Fig. 1: the metal 1 layer
Scale bar: 20 um. Supply wires on this layer in gray.
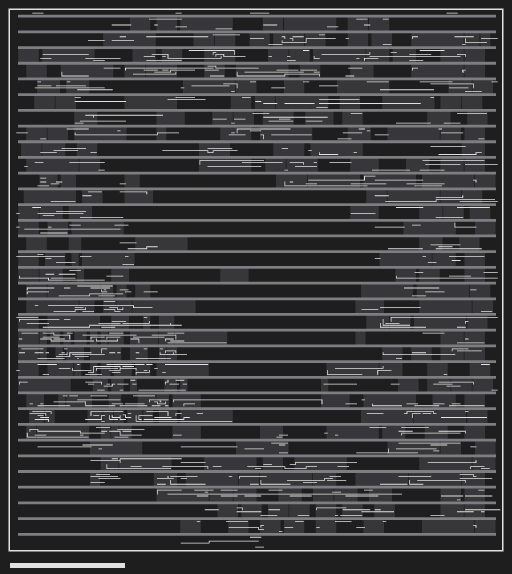
Fig. 2: the metal 2 layer
Scale bar: 20 um.
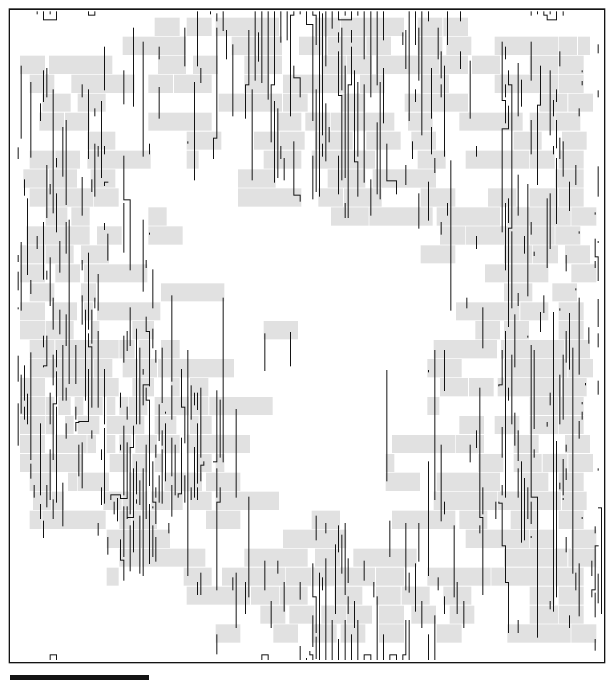
Fig. 3: routing congestion
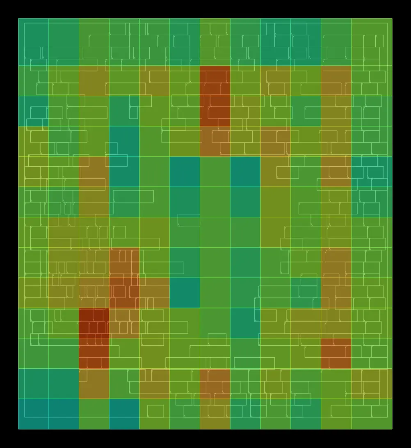
Fig. 4: a small window of the routed layout
Scale bar: 10 um. Window x 23 to 63, y 8 to 48 um. Cells in gray, sequential cells in the stronger gray; small squares are vias.
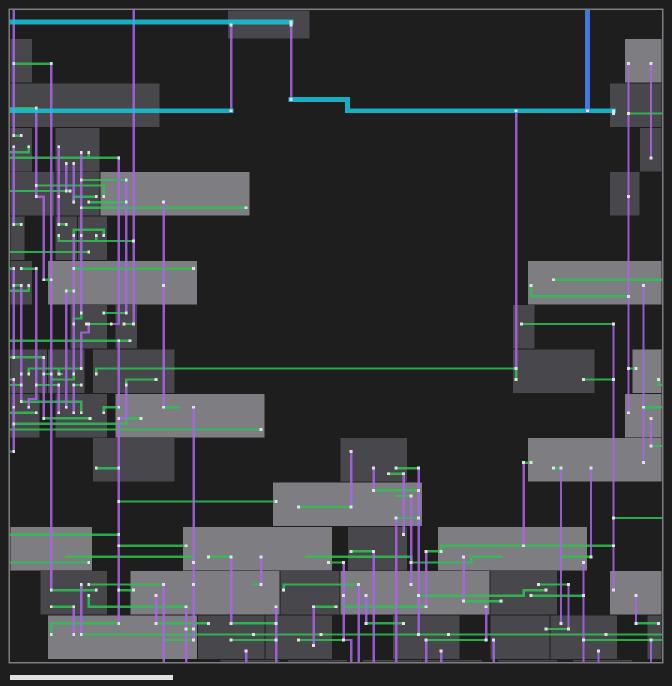
Fig. 5: cells by drive strength
Scale bar: 20 um.
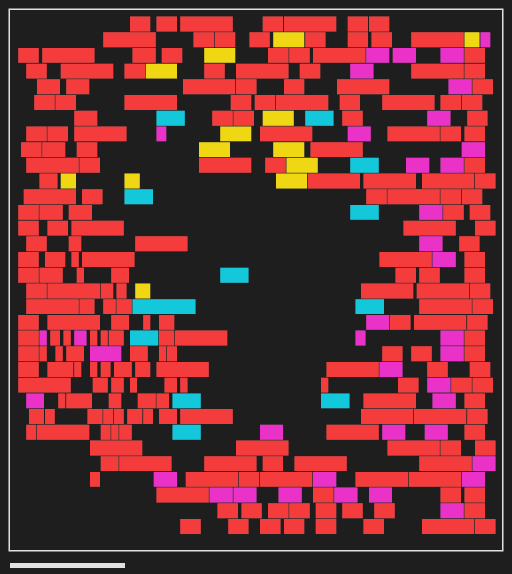
==> config.mk <==
export PLATFORM = sky130hd
export DESIGN_NAME = ahb_apb_bridge_flat
export DESIGN_NICKNAME = d
export VERILOG_FILES = /design/src/rtl/ahb_apb_bridge_if.sv /design/src/rtl/ahb_apb_bridge.sv /design/src/flat_wrapper.sv
export SDC_FILE = /design/constraint.sdc
export NUM_CORES = 1
export LEC_CHECK = 0
export CAP_MARGIN = 10
export CORE_ASPECT_RATIO = 1.1
export CORE_UTILIZATION = 36
export CTS_BUF_LIST = sky130_fd_sc_hd__clkbuf_8
export DETAILED_ROUTE_END_ITERATION = 16
export HOLD_SLACK_MARGIN = 0.02
export PLACE_DENSITY = 0.81
export SLEW_MARGIN = 10
export SYNTH_ARGS = -nofsm -noshare
export SYNTH_HDL_FRONTEND = slang
export SYNTH_SLANG_ARGS = --single-unit
==> constraint.sdc <==
create_clock -name HCLK -period 3.5 [get_ports HCLK]
set_clock_uncertainty 0.05 [all_clocks]
set_input_delay 1.05 -clock HCLK [delete_from_list [all_inputs] [get_ports HCLK]]
set_output_delay 1.05 -clock HCLK [all_outputs]
set_load 0.05 [all_outputs]
==> flow_summary.yaml <==
# flow metrics
run_status:
  status: "completed"
floorplanning:
  die_area_mm2: 0.00797
  tapCellCount: 87
finish:
  top_area_cell_class: "flip-flops and latches"
  layout.nonclk_buf_share_pct: 28.4
hold_path:
  hold_path_depth: 1
setup_path:
  crit_cells: 3
clocking:
  tritoncts: "done"
  clock-sinks: 60
  cts_hold_buffers: 0
placed_design:
  detailed_place.area_mm2: 0.00367
route:
  met3_wirelength_um: 446
  detailedRoute.firstPassIterationCount: 4
timing:
  finalSetupTns_ns: 0
  final_tally_of_max_slew_violations: 0
  timing.final.crit_share_pct: 94.9
power_and_ir_drop:
  p_leak_uw: 0.00165
  max_rail_drop_vdd_mv: 0.714
  seq_power_share_pct: 29.1
  total_power_uw: 4010
  sw_frac_of_total_pct: 45.4
global_routing:
  grt_max_degree: 61
  grt-busiest-layer: "met2"
yosys:
  yosys.stat.seqShare_pct: 54.7
  synth.net_count: 313
run:
  max_cap_violations: 0
About Fig. 1:
share of all routed wire = 39%
longest straight run = 40.5 um
nets with wire on the layer = 295
wire length on this layer = 2100 um
met1 Use GR: 15.0%
total via count after detailed routing: 1871
final wirelength: 5430 um

About Fig. 2:
longest straight run = 42.8 um
wire length on this layer = 2750 um
nets with wire on the layer = 338
met2 capacity usage during global routing: 22.8%

About Fig. 3:
gr usage total: 13.8%
Routed WL per cell: 14.2 um
GR met3 Demand/Resource: 5.91%

About Fig. 4:
cyan -> M3
blue -> M4
green -> M1
purple -> M2
sequential cells in the window = 12
cells with their middle in the window = 44
most frequent = dfrtp_1 (12), mux2_2 (7), clkbuf_8 (6)

About Fig. 5:
yellow -> x3 and x4  # cells 13
red -> x1 and smaller  # cells 231
cyan -> x6 and larger  # cells 12
magenta -> x2  # cells 39
final worst slack: 0.179 ns
synth-to-layout area growth: 41.1%
non-clock buffer count: 111
cell area after layout: 0.00387 mm2

==> logic make-up (layout without fill, tap and decap cells) <==
kind of cell               count (synthesis)  after routing  share of synthesized area (%)
buffers and inverters                     43            132                           10.9
adders and majority gates                  2              2                          0.912
muxes                                     49             49                           21.4
xor gates and xnor gates                   3              3                          0.958
DFF                                       60             60                           54.7
AOI/OAI and AO/OA                         17             17                           4.33
and+or+nand+nor                           32             32                           6.75
==> layout by cell type (no fill, tap or decap), types with 2 or more instances in the layout <==
cell                              Yosys  routed
sky130_fd_sc_hd__mux2_1               8       8
sky130_fd_sc_hd__clkbuf_8             0      11
sky130_fd_sc_hd__o211ai_1             2       2
sky130_fd_sc_hd__nand3_1              4       4
sky130_fd_sc_hd__buf_4               32       3
sky130_fd_sc_hd__nand2b_1             3       3
sky130_fd_sc_hd__o21ai_0              3       3
sky130_fd_sc_hd__nand2_1              7       7
sky130_fd_sc_hd__dfrtp_1             60      60
sky130_fd_sc_hd__mux2_2              32      32
sky130_fd_sc_hd__a21oi_1              2       2
sky130_fd_sc_hd__inv_1                4       5
sky130_fd_sc_hd__clkdlybuf4s50_1      0     107
sky130_fd_sc_hd__ha_1                 2       2
sky130_fd_sc_hd__nand3b_1             2       2
sky130_fd_sc_hd__nor2_1               4       4
sky130_fd_sc_hd__o31ai_1              3       3
sky130_fd_sc_hd__clkinv_2             0       2
sky130_fd_sc_hd__xor2_1               2       2
sky130_fd_sc_hd__o41ai_1              2       2
sky130_fd_sc_hd__mux2_4               9       9
==> power groups by stage <==
stage	clock [uW]	combinational (uW)	sequential, uW
after CTS	650	2240	1170
after global routing	681	2310	1210
after floorplan	0	607	2130
after global placement	0	2210	1160
final	620	2220	1170
after detailed placement	0	2230	1180
Power is estimated from default activity; no workload was simulated.
